[src/rtl/serial_add_sub.sv]
// Bit-serial WIDTH-bit adder/subtractor: one full-adder cell plus a carry flop, LSB first.
// Optional zero flag Z is built when SERIAL_ADD_SUB_ZERO_EN is defined.
module serial_add_sub #(
    parameter int WIDTH = 8
) (
    input  logic             clk,
    input  logic             rst_n,
    input  logic             start,
    input  logic             M,
    input  logic [WIDTH-1:0] A,
    input  logic [WIDTH-1:0] B,
    output logic             busy,
    output logic             done,
    output logic [WIDTH-1:0] S,
    output logic             Co,
`ifdef SERIAL_ADD_SUB_ZERO_EN
    output logic             Z,
`endif
    output logic             V
);

    localparam int CW = (WIDTH > 2) ? $clog2(WIDTH) : 1;
    localparam logic [CW-1:0] LAST = CW'(WIDTH - 1);

    typedef enum logic [1:0] {IDLE, RUN, DONE} state_t;

    state_t           state_q, state_d;
    logic [WIDTH-1:0] a_q, a_d, b_q, b_d, r_q, r_d, s_q, s_d;
    logic [CW-1:0]    cnt_q, cnt_d;
    logic             c_q, c_d, co_q, co_d, v_q, v_d;
    logic             sbit, cout;
`ifdef SERIAL_ADD_SUB_ZERO_EN
    logic             acc_q, acc_d, z_q, z_d;
`endif

    // The single full-adder cell.
    assign sbit = a_q[0] ^ b_q[0] ^ c_q;
    assign cout = (a_q[0] & b_q[0]) | (a_q[0] & c_q) | (b_q[0] & c_q);

    always_comb begin
        state_d = state_q;
        a_d     = a_q;
        b_d     = b_q;
        r_d     = r_q;
        c_d     = c_q;
        cnt_d   = cnt_q;
        s_d     = s_q;
        co_d    = co_q;
        v_d     = v_q;
`ifdef SERIAL_ADD_SUB_ZERO_EN
        acc_d   = acc_q;
        z_d     = z_q;
`endif
        busy    = (state_q != IDLE);
        done    = (state_q == DONE);
        unique case (state_q)
            IDLE: begin
                if (start) begin
                    // Subtract as A + ~B + 1: invert B and preset the carry.
                    a_d     = A;
                    b_d     = B ^ {WIDTH{M}};
                    c_d     = M;
                    cnt_d   = '0;
`ifdef SERIAL_ADD_SUB_ZERO_EN
                    acc_d   = 1'b0;
`endif
                    state_d = RUN;
                end
            end
            RUN: begin
                r_d   = {sbit, r_q[WIDTH-1:1]};
                a_d   = a_q >> 1;
                b_d   = b_q >> 1;
                c_d   = cout;
                cnt_d = cnt_q + CW'(1);
`ifdef SERIAL_ADD_SUB_ZERO_EN
                acc_d = acc_q | sbit;
`endif
                if (cnt_q == LAST) begin
                    // c_q is the carry into the MSB on this last bit.
                    s_d     = r_d;
                    co_d    = cout;
                    v_d     = c_q ^ cout;
`ifdef SERIAL_ADD_SUB_ZERO_EN
                    z_d     = ~(acc_q | sbit);
`endif
                    state_d = DONE;
                end
            end
            DONE:    state_d = IDLE;
            default: state_d = IDLE;
        endcase
    end

    always_ff @(posedge clk or negedge rst_n) begin
        if (!rst_n) begin
            state_q <= IDLE;
        end else begin
            state_q <= state_d;
        end
    end

    always_ff @(posedge clk or negedge rst_n) begin
        if (!rst_n) begin
            a_q   <= '0;
            b_q   <= '0;
            r_q   <= '0;
            s_q   <= '0;
            cnt_q <= '0;
            c_q   <= 1'b0;
            co_q  <= 1'b0;
            v_q   <= 1'b0;
`ifdef SERIAL_ADD_SUB_ZERO_EN
            acc_q <= 1'b0;
            z_q   <= 1'b0;
`endif
        end else begin
            a_q   <= a_d;
            b_q   <= b_d;
            r_q   <= r_d;
            s_q   <= s_d;
            cnt_q <= cnt_d;
            c_q   <= c_d;
            co_q  <= co_d;
            v_q   <= v_d;
`ifdef SERIAL_ADD_SUB_ZERO_EN
            acc_q <= acc_d;
            z_q   <= z_d;
`endif
        end
    end

    assign S  = s_q;
    assign Co = co_q;
    assign V  = v_q;
`ifdef SERIAL_ADD_SUB_ZERO_EN
    assign Z  = z_q;
`endif

endmodule

[config.mk]
export PLATFORM = sky130hd
export DESIGN_NAME = serial_add_sub
export DESIGN_NICKNAME = d
export VERILOG_FILES = /design/src/rtl/serial_add_sub.sv
export SDC_FILE = /design/constraint.sdc
export NUM_CORES = 1
export LEC_CHECK = 0
export CORE_ASPECT_RATIO = 0.75
export CORE_MARGIN = 3
export CORE_UTILIZATION = 51
export DETAILED_ROUTE_END_ITERATION = 8
export PLACE_DENSITY = 0.87
export SLEW_MARGIN = 10
export SYNTH_ARGS = -nofsm -noshare
export SYNTH_HDL_FRONTEND = slang
export SYNTH_SLANG_ARGS = --single-unit
[constraint.sdc]
create_clock -name clk -period 1.77 [get_ports clk]
set_input_delay 0.354 -clock clk [delete_from_list [all_inputs] [get_ports clk]]
set_output_delay 0.354 -clock clk [all_outputs]
set_load 0.02 [all_outputs]
### The metal 1 layer, run 1

(4 px per um) Supply wires on this layer in grey.
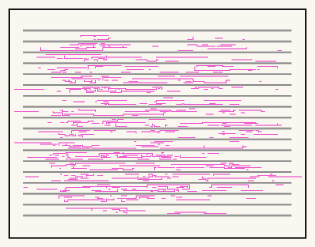
The longest straight run is 20.7 um. The layer carries 1420 um of wire. 173 nets have wire on it. The layer holds 45% of the routed length. The wires run mostly horizontal.
final wirelength: 3.13 mm
GR Layer Usage met1: 23.1%
number of vias in the routed layout: 1176

### Signal wires by layer, run 1

(4 px per um) Only two layers are drawn.
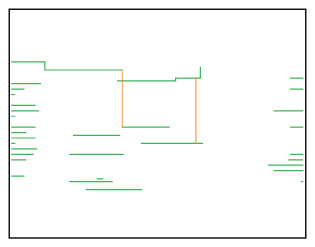
Orange stands for met4, wire length 30.6 um. Green stands for met3, wire length 227 um.

==> run summary, run 1 <==
The following summarizes the physical implementation.

Layout
The non-filler instance count after layout is 219. The area growth from synthesis to layout is 25.9%. The most common cell after layout, fill and taps aside is sky130_fd_sc_hd__dfrtp_1. The number of logic gates is 91. The number of non-clock buffers in the layout is 40.

The total number of nets in the final design is 203. The design has 39 sequential cells. The cell kind with the greatest summed area is sequential cells.

The flip-flop and latch share of the layout cell area is 44.1%. Once layout is done, the placed cells without fillers occupy 2210 sq um. The clock network takes up 3.85% of total cell area after layout. In the final layout, the multi-input gates occupy 708 sq um. After filler insertion, the fill cell instance count of the layout stands at 205.

Final timing
The final timing report lists a hold violation count of 0. Setup slack on the critical path of the routed design comes to 0.0755 ns. In the final report, the number of endpoints failing setup comes to 0. The highest attainable clock frequency is 590 MHz. After layout, the minimum clock period comes to 1.69 ns. The final period utilization is 95.7%.

Setup repair after global routing left no endpoint under its margin. In the final timing run, aggregate negative setup slack is 0 ns. Clock skew on the completed layout was measured at 0.00697 ns. The relative slew slack is 68.0%. Across all hold checks on the routed design, the worst slack comes to 0.0110 ns.

Floorplanning
The tap cell count is 38. The die is 73.8 um wide. For reference, the placement row count at floorplan is 17. The floorplan step defined a core boundary enclosing 3110 sq um. Before placement the cells fill 56.6% of the core.

Logic synthesis
Summing the sequential cell areas from Yosys gives 55.6% of the chip area. Per the synthesis report, the XOR/XNOR share of the synthesized area is 4.49%. The share of synthesized area in the top cell type comes to 55.6%. The dominant kind of combinational cell is AND-OR/OR-AND gates.

The portion of netlist area occupied by mux cells is 10.9%. The share of synthesized cell area in full adder, half adder and majority cells is 2.56%. The mean instance size in the synthesized netlist is 12.3 sq um. The synthesized design contains 39 register bits.

The post-synth tally of flip-flops with integrated enable is 0. The number of nets at floorplan is 166. The share of synthesized registers carrying an async set or reset is 100%.

The commonest register cell is sky130_fd_sc_hd__dfrtp_1. The count of unique library cells instantiated by Yosys is 28. The synthesis run shows the most used standard cells to be 39 x sky130_fd_sc_hd__dfrtp_1, 17 x sky130_fd_sc_hd__mux2_2, 11 x sky130_fd_sc_hd__nand2_1, 11 x sky130_fd_sc_hd__o21ai_0, 9 x sky130_fd_sc_hd__nor2_1. The cell count after synthesis is 143. The yosys synthesis chip area is 1760 sq um.

Ranked by total cell area, the synthesized netlist is headed by sky130_fd_sc_hd__dfrtp_1 56%, sky130_fd_sc_hd__mux2_2 11%, sky130_fd_sc_hd__a221o_2 4.5%, sky130_fd_sc_hd__xnor2_1 4.0%, sky130_fd_sc_hd__o21ai_0 3.1%. The AND-OR/OR-AND share of the synthesized area is 13.2%. The count of synthesis-stage warnings from yosys is 0.

Critical path
The worst-case reg-to-reg setup slack stands at 0.21 ns. The endpoint kind of the worst setup timing path is an output port. The master of the slowest instance on the critical path is sky130_fd_sc_hd__dfrtp_1. The count of cells along the worst register-to-register path is 4.

The critical path endpoint has a required time of 1.42 ns. STA classifies the critical path startpoint as a flip-flop. The cell sequence reported for the critical path is or2_2, dlygate4sd2_1. The worst flop-to-flop path startpoint is cnt_q[0]$_DFFE_PN0P_. For this run, the slowest stage of the critical path takes 0.43 ns. The depth of the critical timing path with buffers and inverters included is 2. Looking at the reg2reg group, the worst path ends at S[0]$_DFFE_PN0P_.

The classification of the worst setup path is flip-flop to output port. The start point of the critical path is state_q[0]$_DFFE_PN0P_.

Drt
The wire length on met1 is 1.42 mm. In this run the remaining antenna-violating nets after routing total 0. The detailed router finished its first iteration with 61 violations. The wire length on met3 is 227 um. The script logs the ratio of routed vias to standard cells as 5.37. The top metal layer carrying routed signals is met4. TritonRoute reported its final design rule violation total as 0. The met2 layer wire length in the routed design is 1.45 mm. The iteration tally of the first detailed-router pass is 4.

The detail-routed net length per standard cell is 14.3 um.

Clock tree
The TritonCTS clock tree is yes. Clock latency on the worst-skew pair, taken at its later pin, is 0.29 ns. The quantity of gates resized following cts is 2. Looking at the clock tree report, the H-tree level count equals 2. The total clock buffers created by CTS is 5. Post-CTS timing repair inserted 0 buffers for setup.

Looking at the worst setup and hold paths, the clock pins of their registers show a slew of 0.08 ns. No sink is reached through more buffers than the 2 on the longest clock path.

Pwr
Of the total power, the share spent switching nets is 33.5%. The worst-case IR drop observed on VDD is 0.744 mV. The design draws 0.00350 W. The sequential fraction of design power is 43.2%.

The analysis attributes to cell leakage a power of 0.987 nW. The relative contribution of the clock network to total power is 16.5%. The power report attributes to the combinational group a share of 40.3%.

Worst hold path
The path class of the tightest hold or removal check is primary input to asynchronous set/reset pin.

Outcome
The flow ran to the end, and the final reports show no timing, DRC or antenna violations.

Place
Summed over all nets, the half-perimeter wirelength after detailed placement is 2.38 mm. The post-placement cell count is 211. The placer's final routability congestion estimate is 0.785.
### Track usage over the die, run 1

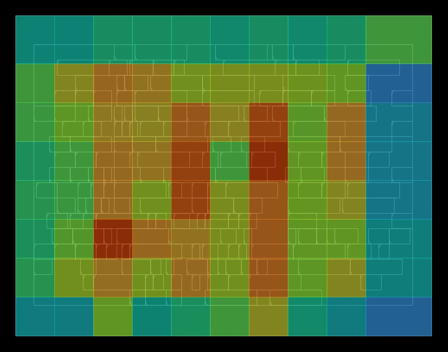
met2 Use GR: 25.6%
met3 GRT Util: 7.33%
aggregate global-route resource usage: 17.5%
routing layer with the top usage in global route: met2
fraction of the core area covered by cells at the end of the flow: 71.2%

### Close-up of the layout, run 1

Region (22, 25) to (52, 55) um. Cells in grey, sequential cells in the stronger grey; small squares are vias.
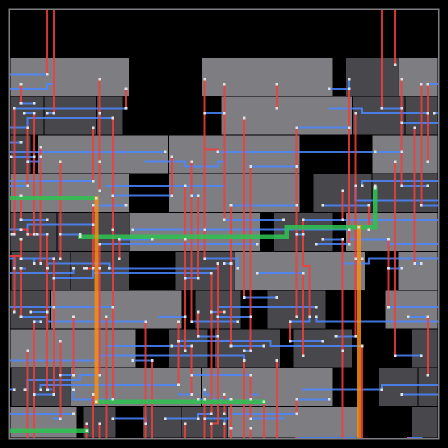
Red stands for met2. Orange stands for met4. Green stands for met3. Blue stands for met1.
Most frequent: dfrtp_1 (17), a221o_2 (6), mux2_2 (6). 42 logic cells have their middle in the window. Netlist names of flops here include b_q (6), cnt_q (3), r_q (3). Sequential cells in the window: 17.

[run 1: power groups by stage]
stage	logic (W)	registers, W	clock network, W
CTS	0.00143	0.00152	0.000593
detailed placement	0.00145	0.00153	0
finish	0.00141	0.00151	0.000576
global route	0.00155	0.00156	0.000635
global placement	0.00137	0.00150	0
floorplan	0.000882	0.00158	0
[run 1: routing by layer]
| metal | GRT usage [%] | vias up |
|---|---|---|
| met1 | 23.1 | 557 |
| met5 | 0 | - |
| li1 | - | 574 |
| met2 | 25.6 | 41 |
| met4 | 6.20 | 0 |
| met3 | 7.33 | 4 |
[run 1: logic make-up (layout without fill, tap and decap cells)]
group / Yosys count / count (layout)
mux: 17 / 17
xor+xnor: 9 / 9
compound gates: 32 / 32
simple gates: 30 / 30
buf+inv: 13 / 51
fa+ha+maj: 3 / 3
flops: 39 / 39
## Run 2: what changed since run 1
--- a/config.mk
+++ b/config.mk
@@ -8,8 +8,10 @@
 export CORE_ASPECT_RATIO = 0.75
 export CORE_MARGIN = 3
 export CORE_UTILIZATION = 51
+export CTS_CLUSTER_DIAMETER = 100
 export DETAILED_ROUTE_END_ITERATION = 8
 export PLACE_DENSITY = 0.87
+export SETUP_SLACK_MARGIN = 0.02
 export SLEW_MARGIN = 10
 export SYNTH_ARGS = -nofsm -noshare
 export SYNTH_HDL_FRONTEND = slang
### Track usage over the die, run 2

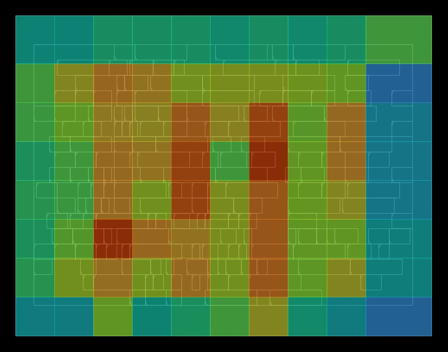
detailed-route wire length per cell: 14.3 um

==> run summary, run 2 <==
The following summarizes the physical implementation.

Outcome
Outcome: finished clean (unchanged).

Global route
The routing usage on met3 was 7.33% (unchanged). The global routing met2 resource utilization is 25.6% (unchanged). The global router's overall resource usage is 17.5% (unchanged). The met1 capacity usage during global routing was 23.1% (unchanged).

The peak-usage layer in the global routing report is met2 (unchanged). The number of global-route vias before repair is 1166 (unchanged).

Logic synthesis
The count of synthesis-stage warnings from yosys is 0 (unchanged). The share of synthesized registers carrying an async set or reset came to 100% (unchanged). The post-synth tally of flip-flops with integrated enable is 0 (unchanged). The dominant kind of combinational cell is AND-OR/OR-AND gates (unchanged). The portion of netlist area occupied by mux cells is 10.9% (unchanged).

The cell count after synthesis is 143 (unchanged). The mean instance size in the synthesized netlist is 12.3 sq um (unchanged). The post-synthesis register bit count came to 39 (unchanged). The number of nets at floorplan is 166 (unchanged).

The share of the synthesized area in the top cell type is 55.6% (unchanged). The share of synthesized cell area in full adder, half adder and majority cells is 2.56% (unchanged). The predominant post-synthesis flop cell was sky130_fd_sc_hd__dfrtp_1 (unchanged). The yosys synthesis chip area is 1760 sq um (unchanged). The count of unique library cells instantiated by Yosys is 28 (unchanged).

Largest cells by area: sky130_fd_sc_hd__dfrtp_1 56%, sky130_fd_sc_hd__mux2_2 11%, sky130_fd_sc_hd__a221o_2 4.5%, sky130_fd_sc_hd__xnor2_1 4.0%, sky130_fd_sc_hd__o21ai_0 3.1% (unchanged).

Floorplanning
The core box area is 3110 sq um (unchanged). The core utilization at floorplan is 56.6% (unchanged). The number of placement rows is 17 (unchanged). The tap cell count is 38 (unchanged).

The x dimension of the die is 73.8 um (unchanged).

Critical path
The data required time of the worst path is 1.42 ns (about the same). The endpoint of the worst-slack reg-to-reg timing path was S[0]$_DFFE_PN0P_ (unchanged). The endpoint kind of the worst setup timing path was an output port (unchanged).

The kind of start point of the critical path was a flip-flop (unchanged). The classification of the worst setup path is flip-flop to output port (unchanged). The endpoint arrival time on the critical path is 1.34 ns (about the same). The start point of the critical path is state_q[0]$_DFFE_PN0P_ (unchanged). The count of cells along the worst register-to-register path is 4 (unchanged).

The worst flop-to-flop path startpoint was cnt_q[0]$_DFFE_PN0P_ (unchanged). The setup slack of the most critical reg-to-reg path came to 0.21 ns (about the same).

Layout
The non-filler instance count after layout is 219 (unchanged). The number of non-clock buffers in the layout was 40 (unchanged). The flip-flop and latch share of the layout cell area is 44.1% (unchanged).

The post-route cell area came to 2210 sq um (unchanged). The count of fill cells added during filler insertion is 205 (unchanged). The most common cell after layout, fill and taps aside is sky130_fd_sc_hd__dfrtp_1 (unchanged). The number of logic gates was 91 (unchanged). The non-clock inverter instance count of the final layout is 3 (unchanged). The cell kind with the greatest summed area is sequential cells (unchanged). The growth of design area from synthesis to finish is 25.9% (unchanged). The number of sequential cells in the layout was 39 (unchanged). The fraction of area in multi-input gates was 32.0% (unchanged). The multi-input combinational cell area is 708 sq um (unchanged). The total number of nets in the final design is 203 (unchanged).

The clock buffer and inverter area fraction after layout is 3.85% (unchanged).

Clock tree
The total clock buffers created by CTS is 5 (unchanged). The number of H-tree levels was 2 (unchanged). The TritonCTS clock tree is yes (unchanged). The clock slew at the register clock pins of the worst setup and hold paths was 0.08 ns (about the same). The clock latency on the worst-skew pair was 0.29 ns (about the same). The quantity of gates resized following cts is 2 (unchanged). The maximum root-to-sink buffer count is 2 (unchanged).

Pwr
The total chip power is 0.00350 W (unchanged). The sequential fraction of design power came to 43.2% (about the same). The relative contribution of the clock network to total power is 16.5% (about the same). The combinational share of power is 40.3% (about the same). The peak supply drop is 0.744 mV (unchanged). The leakage dissipation came to 0.987 nW (unchanged). The net switching share of the total power came to 33.5% (unchanged).

Drt
The iteration-0 DRC count of the detailed router was 61 (unchanged). The total routed wirelength was 3.13 mm (unchanged). The number of vias per cell is 5.37 (unchanged). The via count of the routed design was 1176 (unchanged). The antenna violation net count after detailed routing is 0 (unchanged).

The remaining routing DRC violations is 0 (unchanged). The iteration tally of the first detailed-router pass is 4 (unchanged).

Final timing
The shortest period the worst path allows was 1.69 ns (unchanged). RSZ-0062 raised after global routing: false (unchanged). The final-report hold violation count came to 0 (unchanged).

The highest attainable clock frequency is 590 MHz (unchanged). The final clock skew came to 0.00697 ns (unchanged). The total setup violations reported at the end of the flow is 0 (unchanged). The worst hold slack is 0.0110 ns (unchanged).

The relative slew slack was 68.0% (unchanged). The final period utilization is 95.7% (unchanged). The sum of negative setup slack is 0 ns (unchanged). The least setup slack across all paths after layout came to 0.0755 ns (unchanged).

Place
The worst setup slack before clock tree synthesis is 0.0626 ns (unchanged). The post-placement cell count is 211 (unchanged). The placer's final routability congestion estimate is 0.785 (unchanged). The estimated wirelength of the detail-placed design is 2.38 mm (unchanged).

Worst hold path
The worst min-delay path class is primary input to asynchronous set/reset pin (unchanged).
==> run 2: cell counts after synthesis <==
Identical to the previous run, type by type.
==> run 2: worst max-delay path, cell delays in order, from the launching register on <==
cell and delay, ns:
sky130_fd_sc_hd__dfrtp_1 0.43, sky130_fd_sc_hd__or2_2 0.29, sky130_fd_sc_hd__dlygate4sd2_1 0.33
==> run 2: power by group through the flow <==
stage	logic (W)	registers, W	clock network (W)
after global placement	0.00137	0.00150	0
after detailed placement	0.00145	0.00153	0
after CTS	0.00143	0.00152	0.000593
after global routing	0.00155	0.00156	0.000635
final	0.00141	0.00151	0.000576
after floorplan	0.000882	0.00158	0
==> run 2: metal layers <==
metal | share of wire [%] | wire length (um)
met5 | 0 | 0
met1 | 45 | 1420
met2 | 46 | 1450
met4 | 0.96 | 30
met3 | 7.3 | 227
Power figures rest on the tool's default switching activity, not on a simulated workload.
